**config.mk**
```make
export PLATFORM = sky130hd
export DESIGN_NAME = ring_vc_arbiter_flat
export DESIGN_NICKNAME = d
export VERILOG_FILES = /design/src/rtl/ring_vc_arbiter_if.sv /design/src/rtl/ring_vc_arbiter.sv /design/src/flat_wrapper.sv
export SDC_FILE = /design/constraint.sdc
export NUM_CORES = 1
export LEC_CHECK = 0
export ABC_AREA = 1
export ABC_CLOCK_PERIOD_IN_PS = 8000
export CAP_MARGIN = 15
export CELL_PAD_IN_SITES_DETAIL_PLACEMENT = 1
export CELL_PAD_IN_SITES_GLOBAL_PLACEMENT = 1
export CORE_MARGIN = 10
export CORE_UTILIZATION = 35
export CTS_BUF_LIST = sky130_fd_sc_hd__clkbuf_2 sky130_fd_sc_hd__clkbuf_4 sky130_fd_sc_hd__clkbuf_8
export DETAILED_ROUTE_END_ITERATION = 8
export PLACE_DENSITY_LB_ADDON = 0.2
export SYNTH_ARGS = -nofsm -noshare
export SYNTH_HDL_FRONTEND = slang
export SYNTH_SLANG_ARGS = --single-unit
```
**constraint.sdc**
```tcl
create_clock -name clk -period 8 [get_ports clk]
set_clock_uncertainty 0.1 [all_clocks]
set_input_delay 0.8 -clock clk [delete_from_list [all_inputs] [get_ports clk]]
set_output_delay 0.8 -clock clk [all_outputs]
set_load 0.01 [all_outputs]
```
**src/rtl/ring_vc_arbiter_if.sv**
```systemverilog
// Requester-side and downstream-link signals of one ring output port.
// The link data bus is called link_data because "do" is a reserved word.
interface ring_vc_arbiter_if #(
   parameter int unsigned NREQ = 3,
   parameter int unsigned DW   = 64
);
   logic [NREQ-1:0]    req;
   logic [NREQ*DW-1:0] req_data;
   logic [NREQ-1:0]    grant;
   logic               so;
   logic [DW-1:0]      link_data;
   logic               ro;

   modport master (
      output req, req_data, ro,
      input  grant, so, link_data
   );

   modport slave (
      input  req, req_data, ro,
      output grant, so, link_data
   );
endinterface

```
**src/rtl/ring_vc_arbiter.sv**
```systemverilog
// Two-VC output scheduler: the polarity VC drains to the link while the other VC refills by round robin.
// Optional hop-field decrement on capture: define RING_VC_ARB_HOP_SHIFT_EN.
module ring_vc_arbiter #(
   parameter int unsigned NREQ   = 3,
   parameter int unsigned DW     = 64,
   parameter int unsigned SCNT_W = 16
) (
   input  logic              clk,
   input  logic              reset,
   input  logic              polarity,
   ring_vc_arbiter_if.slave  bus,
   output logic              full_even,
   output logic              full_odd,
   output logic [SCNT_W-1:0] stall_cnt
);

   localparam int unsigned      PTR_W  = (NREQ > 1) ? $clog2(NREQ) : 1;
   localparam logic [PTR_W-1:0] LAST   = PTR_W'(NREQ - 1);
   localparam logic [PTR_W:0]   NREQ_X = (PTR_W + 1)'(NREQ);

   logic [DW-1:0]    buf_even, buf_odd;
   logic             v_even, v_odd;
   logic [PTR_W-1:0] ptr_even, ptr_odd;

   logic             fill_v;
   logic [PTR_W-1:0] fill_ptr;
   logic [PTR_W:0]   sum;
   logic [PTR_W-1:0] idx;
   logic             found;
   logic [PTR_W-1:0] win, win_next;
   logic [DW-1:0]    raw, cap;
   logic             send;

   // Round-robin search from the fill VC's pointer, wrapping at NREQ-1
   always_comb begin
      fill_v   = polarity ? v_even : v_odd;
      fill_ptr = polarity ? ptr_even : ptr_odd;
      sum      = '0;
      idx      = '0;
      found    = 1'b0;
      win      = '0;
      for (int unsigned k = 0; k < NREQ; k++) begin
         sum = {1'b0, fill_ptr} + (PTR_W + 1)'(k);
         if (sum >= NREQ_X) sum = sum - NREQ_X;
         idx = PTR_W'(sum);
         if (!fill_v && !found && bus.req[idx]) begin
            found = 1'b1;
            win   = idx;
         end
      end
      win_next = (win == LAST) ? '0 : win + 1'b1;
   end

   // Winner's payload, with the hop field halved when the feature is built in
   always_comb begin
      raw = '0;
      for (int unsigned k = 0; k < NREQ; k++) begin
         if (win == PTR_W'(k)) raw = bus.req_data[k*DW +: DW];
      end
      cap = raw;
`ifdef RING_VC_ARB_HOP_SHIFT_EN
      cap[25:18] = raw[25:18] >> 1;
`endif
   end

   assign send          = polarity ? v_odd : v_even;
   assign bus.so        = send;
   assign bus.link_data = !send ? '0 : (polarity ? buf_odd : buf_even);
   assign bus.grant     = (found && reset) ? (NREQ'(1) << win) : '0;
   assign full_even     = v_even;
   assign full_odd      = v_odd;

   // Tx VC and fill VC always differ, so each buffer sees at most one of drain/load per edge
   always_ff @(posedge clk) begin
      if (!reset) begin
         buf_even  <= '0;
         buf_odd   <= '0;
         v_even    <= 1'b0;
         v_odd     <= 1'b0;
         ptr_even  <= '0;
         ptr_odd   <= '0;
         stall_cnt <= '0;
      end else begin
         if (polarity) begin
            if (v_odd && bus.ro) v_odd <= 1'b0;
            if (found) begin
               buf_even <= cap;
               v_even   <= 1'b1;
               ptr_even <= win_next;
            end
         end else begin
            if (v_even && bus.ro) v_even <= 1'b0;
            if (found) begin
               buf_odd <= cap;
               v_odd   <= 1'b1;
               ptr_odd <= win_next;
            end
         end
         if (send && !bus.ro && stall_cnt != '1) stall_cnt <= stall_cnt + 1'b1;
      end
   end

endmodule

```
**src/flat_wrapper.sv**
```systemverilog
// flat-port wrapper written by rule: the top's interface ports become plain ports
module ring_vc_arbiter_flat 
#(
   parameter int unsigned NREQ   = 3,
   parameter int unsigned DW     = 64,
   parameter int unsigned SCNT_W = 16
)
  (clk, reset, polarity, full_even, full_odd, stall_cnt, bus_req, bus_req_data, bus_ro, bus_grant, bus_so, bus_link_data);
  ring_vc_arbiter_if #(.NREQ(NREQ), .DW(DW)) bus_i ();
  input  logic clk;
  input  logic reset;
  input  logic polarity;
  output logic full_even;
  output logic full_odd;
  output logic [SCNT_W-1:0] stall_cnt;
  input wire logic [$bits(bus_i.req)-1:0] bus_req;
  input wire logic [$bits(bus_i.req_data)-1:0] bus_req_data;
  input wire logic [$bits(bus_i.ro)-1:0] bus_ro;
  output wire logic [$bits(bus_i.grant)-1:0] bus_grant;
  output wire logic [$bits(bus_i.so)-1:0] bus_so;
  output wire logic [$bits(bus_i.link_data)-1:0] bus_link_data;
  assign bus_i.req = bus_req;
  assign bus_i.req_data = bus_req_data;
  assign bus_i.ro = bus_ro;
  assign bus_grant = bus_i.grant;
  assign bus_so = bus_i.so;
  assign bus_link_data = bus_i.link_data;
  ring_vc_arbiter #(.NREQ(NREQ), .DW(DW), .SCNT_W(SCNT_W)) u_core (.clk(clk), .reset(reset), .polarity(polarity), .bus(bus_i), .full_even(full_even), .full_odd(full_odd), .stall_cnt(stall_cnt));
endmodule
```
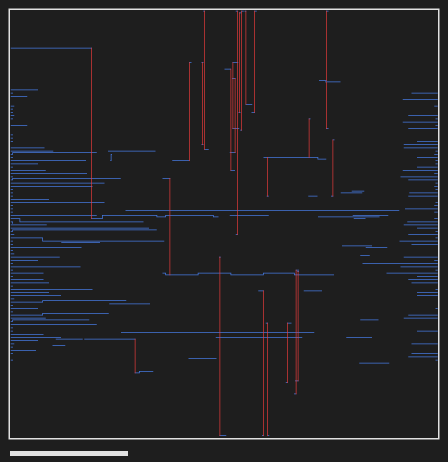
Figure 1: wiring by layer.
Scale bar: 50 microns. Two of the layers only.
[blue] met3 | wire length: 2,350 microns
[red] met4 | wire length: 1,050 microns
total routing resource utilization after global routing: 20.8%
via count: 10,400
DR WL/cell: 16.7 microns
wire length after detailed routing: 35,400 microns

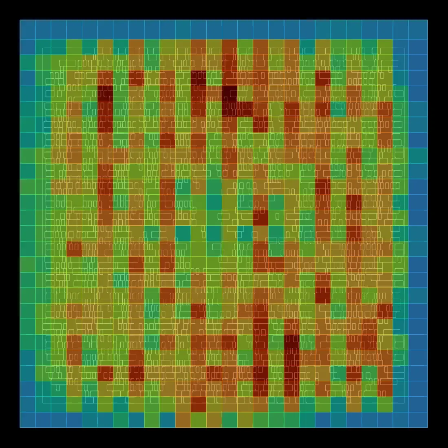
Figure 2: routing congestion map.
fraction of met2 tracks used by global routing: 37.5%
busiest layer in global routing: met2
met3 Use GR: 6.13%
met1 track utilization from global routing: 22.4%

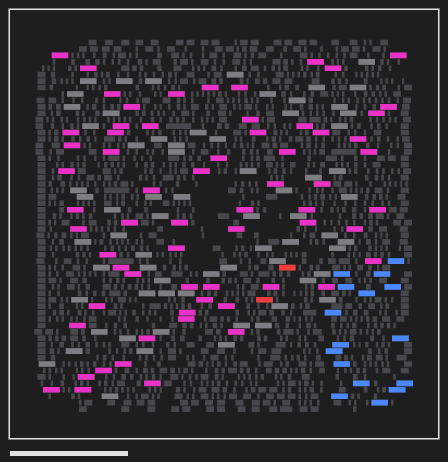
Figure 3: register map, names as in the netlist.
Scale bar: 50 microns. Other sequential cells in the stronger grey, the rest of the logic in the fainter grey.
[magenta] `u_core.buf_even` | placed flops: 64
[blue] `u_core.stall_cnt` | placed flops: 16 | where: bottom right
[red] `u_core.ptr_odd` | placed flops: 2

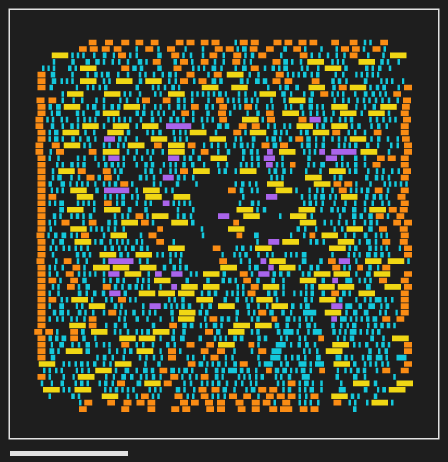
Figure 4: placed cells, one colour a class.
Scale bar: 50 microns.
[cyan] all other logic | cells: 1,316 | share of their area: 47%
[purple] clock drivers and dummy loads | cells: 31 | share of their area: 3.6%
[yellow] flip-flops | cells: 150 | share of their area: 25%
[orange] other buffers and delay cells | cells: 295 | share of their area: 24%

==> reports/metrics.yaml <==
status:
  outcome: "complete, no violations"
clock_tree:
  clk_path_buf_depth: 2
  cts.sink_count: 150
  cts_repair_resize_count: 0
  cts_buffers: 17
  cts_hold_repair.buffers: 0
  cts_root_buf: "clkbuf_8"
  htree_num_levels: 4
  worst_skew_pair.late_latency_ns: 0.46
  cts_tree: "built"
  cts_setup_buffers: 0
  clock_transition_at_the_registers_of_the_reported_paths_ns: 0.08
setup_path:
  timing.critical_path.from_type: "input port"
  timing.critical_path.arrival_ns: 5.00
  rr_worst_depth: 16
  crit_start: "polarity"
  path_max_fanout: 56
  crit_path_capture_type: "output pin"
  reg2reg_to: "u_core.buf_even[25]"
  worst-r2r-setup-slack_ns: 3.91
  timing.setup.critical_path_class: "in -> out"
  cp.required_ns: 7.10
  timing.critical_path.to: "bus_grant[0]"
  timing.rr.start: "u_core.ptr_even[1]"
die:
  floorplan.die.width_microns: 181
  fp.dieH_microns: 181
  initCoreUtil_pct: 35.8
  io_pins: 285
  die_area_sq_um: 32800
  rows: 58
  fp.coreArea_sq_um: 25300
pwr:
  totalPowerFinal_w: 0.00247
  power_leakage_nw: 6.18
  switching_power_w: 0.000935
  power_frac_seq_pct: 36.3
  pwr.group.sequential_w: 0.000896
  power_switching_share_pct: 37.8
  group_with_the_largest_share_of_power: "combinational cells"
  cell_internal_pwr_w: 0.00154
  worst_ir_drop_vdd_v: 0.0000744
  power.clock.fraction_pct: 26.8
  power-per-cell-area_nw_per_um2: 198
  pg_clk_w: 0.000661
timing:
  final_hold_viol_count: 0
  setup_repair_after_global_routing_missed_its_margin: "false"
  setup_violations: 0
  finalWorstPathRequiredPeriod_ns: 5.90
  tightest_slew_ns: 1.06
  tns_ns: 0
  max_freq_mhz: 169
  finalMaxSlewViolations: 0
worst_hold_path:
  min-delay-path-class: "reg -> reg"
  worst_hold_path.num_cells: 2
  min_to: "u_core.full_even"
  hold_start: "u_core.full_even"
synthesis:
  top_area_cell: "dfxtp_1"
  syn-instance-count: 1557
  mean_cell_area_of_the_mapped_netlist_sq_um: 5.83
  ys_chip_area_sq_um: 9080
  synth.yosys.num_cells: 1557
  ys_seq_elements: 150
  fp_nets: 1761
  netlist_top_cells_area: "dfxtp_1 (33%), nand2_1 (21%), inv_1 (12%)"
  synth.distinct_cells: 30
  top_area_share_pct: 33.1
  ys.warnings.count: 0
  syn_area_sq_um: 9080
place:
  detailedPlacementHpwl_microns: 24600
  dpl.cell_count: 2090
  port_buffers: 284
  place.gp.congestion: 0.868
cells_and_area:
  synthToLayoutAreaGrowth_pct: 37.2
  layout_top_registers: "u_core.buf_even: 64 flops, u_core.buf_odd: 64 flops, u_core.stall_cnt: 16 flops"
  layout.cells.most_common_list: "nand2_1 (501), inv_1 (283), clkdlybuf4s50_1 (283)"
  highest_count_logic_cell_in_the_final_layout: "nand2_1"
  final_net_count: 1984
  final_core_util_pct: 49.2
  post_route_cells_drive_above_1_share_pct: 3.96
detailed_routing:
  viasPerCell: 4.88
  drc_errors: 0
  detailroute.wirelength.met2_microns: 17700
  dr.pass1.iters: 4
  top_layer: "met4"
  drt_first_iter_violations: 425
  post_route_met1_wirelength_microns: 14300
  ant_nets: 0
grt:
  grt_max_degree: 110
  grt_first_pass_wirelength_microns: 56100
  global_route.overflow_total: 0
  number_of_global_route_vias_before_repair: 11000
  grt_antenna_before_repair: 2
job:
  tool_warnings: 31
  max_cap_violations: 0
==> kinds of logic (layout without fill, tap and decap cells) <==
logic type | Yosys count | after routing | synth area share [%]
and+or+nand+nor | 827 | 827 | 38.4
AOI/OAI and AO/OA | 183 | 183 | 10.1
buffers and inverters | 384 | 619 | 16.9
adders and majority gates | 5 | 5 | 0.689
other | 0 | 2 | 0
DFF | 150 | 150 | 33.1
xor gates and xnor gates | 8 | 8 | 0.772
==> stage by stage <==
stage / setup slack (ns) / cell area, sq um / hold slack, ns
floorplan: 4.06 / 9080 / 0.395
global placement: 2.20 / 12000 / 0.392
detailed placement: 2.01 / 12000 / 0.398
CTS: 2.00 / 12400 / 0.413
global route: 1.69 / 12500 / 0.437
finish: 2.10 / 12500 / 0.415
==> final cells by class <==
class | instances | area (sq um)
fillers | 3454 | 12900
clock inverters | 11 | 176
well taps | 330 | 413
inverters | 293 | 1100
diodes | 2 | 5.00
multi-input cells | 1023 | 4560
flip-flops and latches | 150 | 3000
repair buffers | 295 | 2930
clock buffers | 20 | 256
==> critical path, cell delays in order <==
cell	delay, ns
buf_4	0.22
inv_2	0.16
or2_2	0.29
o21ai_0	0.14
inv_1	0.12
ha_1	0.42
inv_2	0.09
nand2_1	0.08
nand3_2	0.08
inv_1	0.06
nor2_1	0.05
nand3_1	0.06
nand2_1	0.12
inv_2	0.18
nand2_4	0.45
nor2_4	0.78
inv_1	0.19
nor2_1	0.13
clkdlybuf4s50_1	0.57
==> Yosys cell counts (all sizes together) <==
library cell,number
o21a,1
dfxtp,150
inv,292
a21oi,92
nor3,6
nand4,71
buf,40
nand3,97
or2,11
o21ai,88
nor4,2
xnor2,4
nand2,507
nor2,133
clkbuf,51
ha,5
a31oi,2
xor2,4
clkinv,1
Power figures rest on the tool's default switching activity, not on a simulated workload.
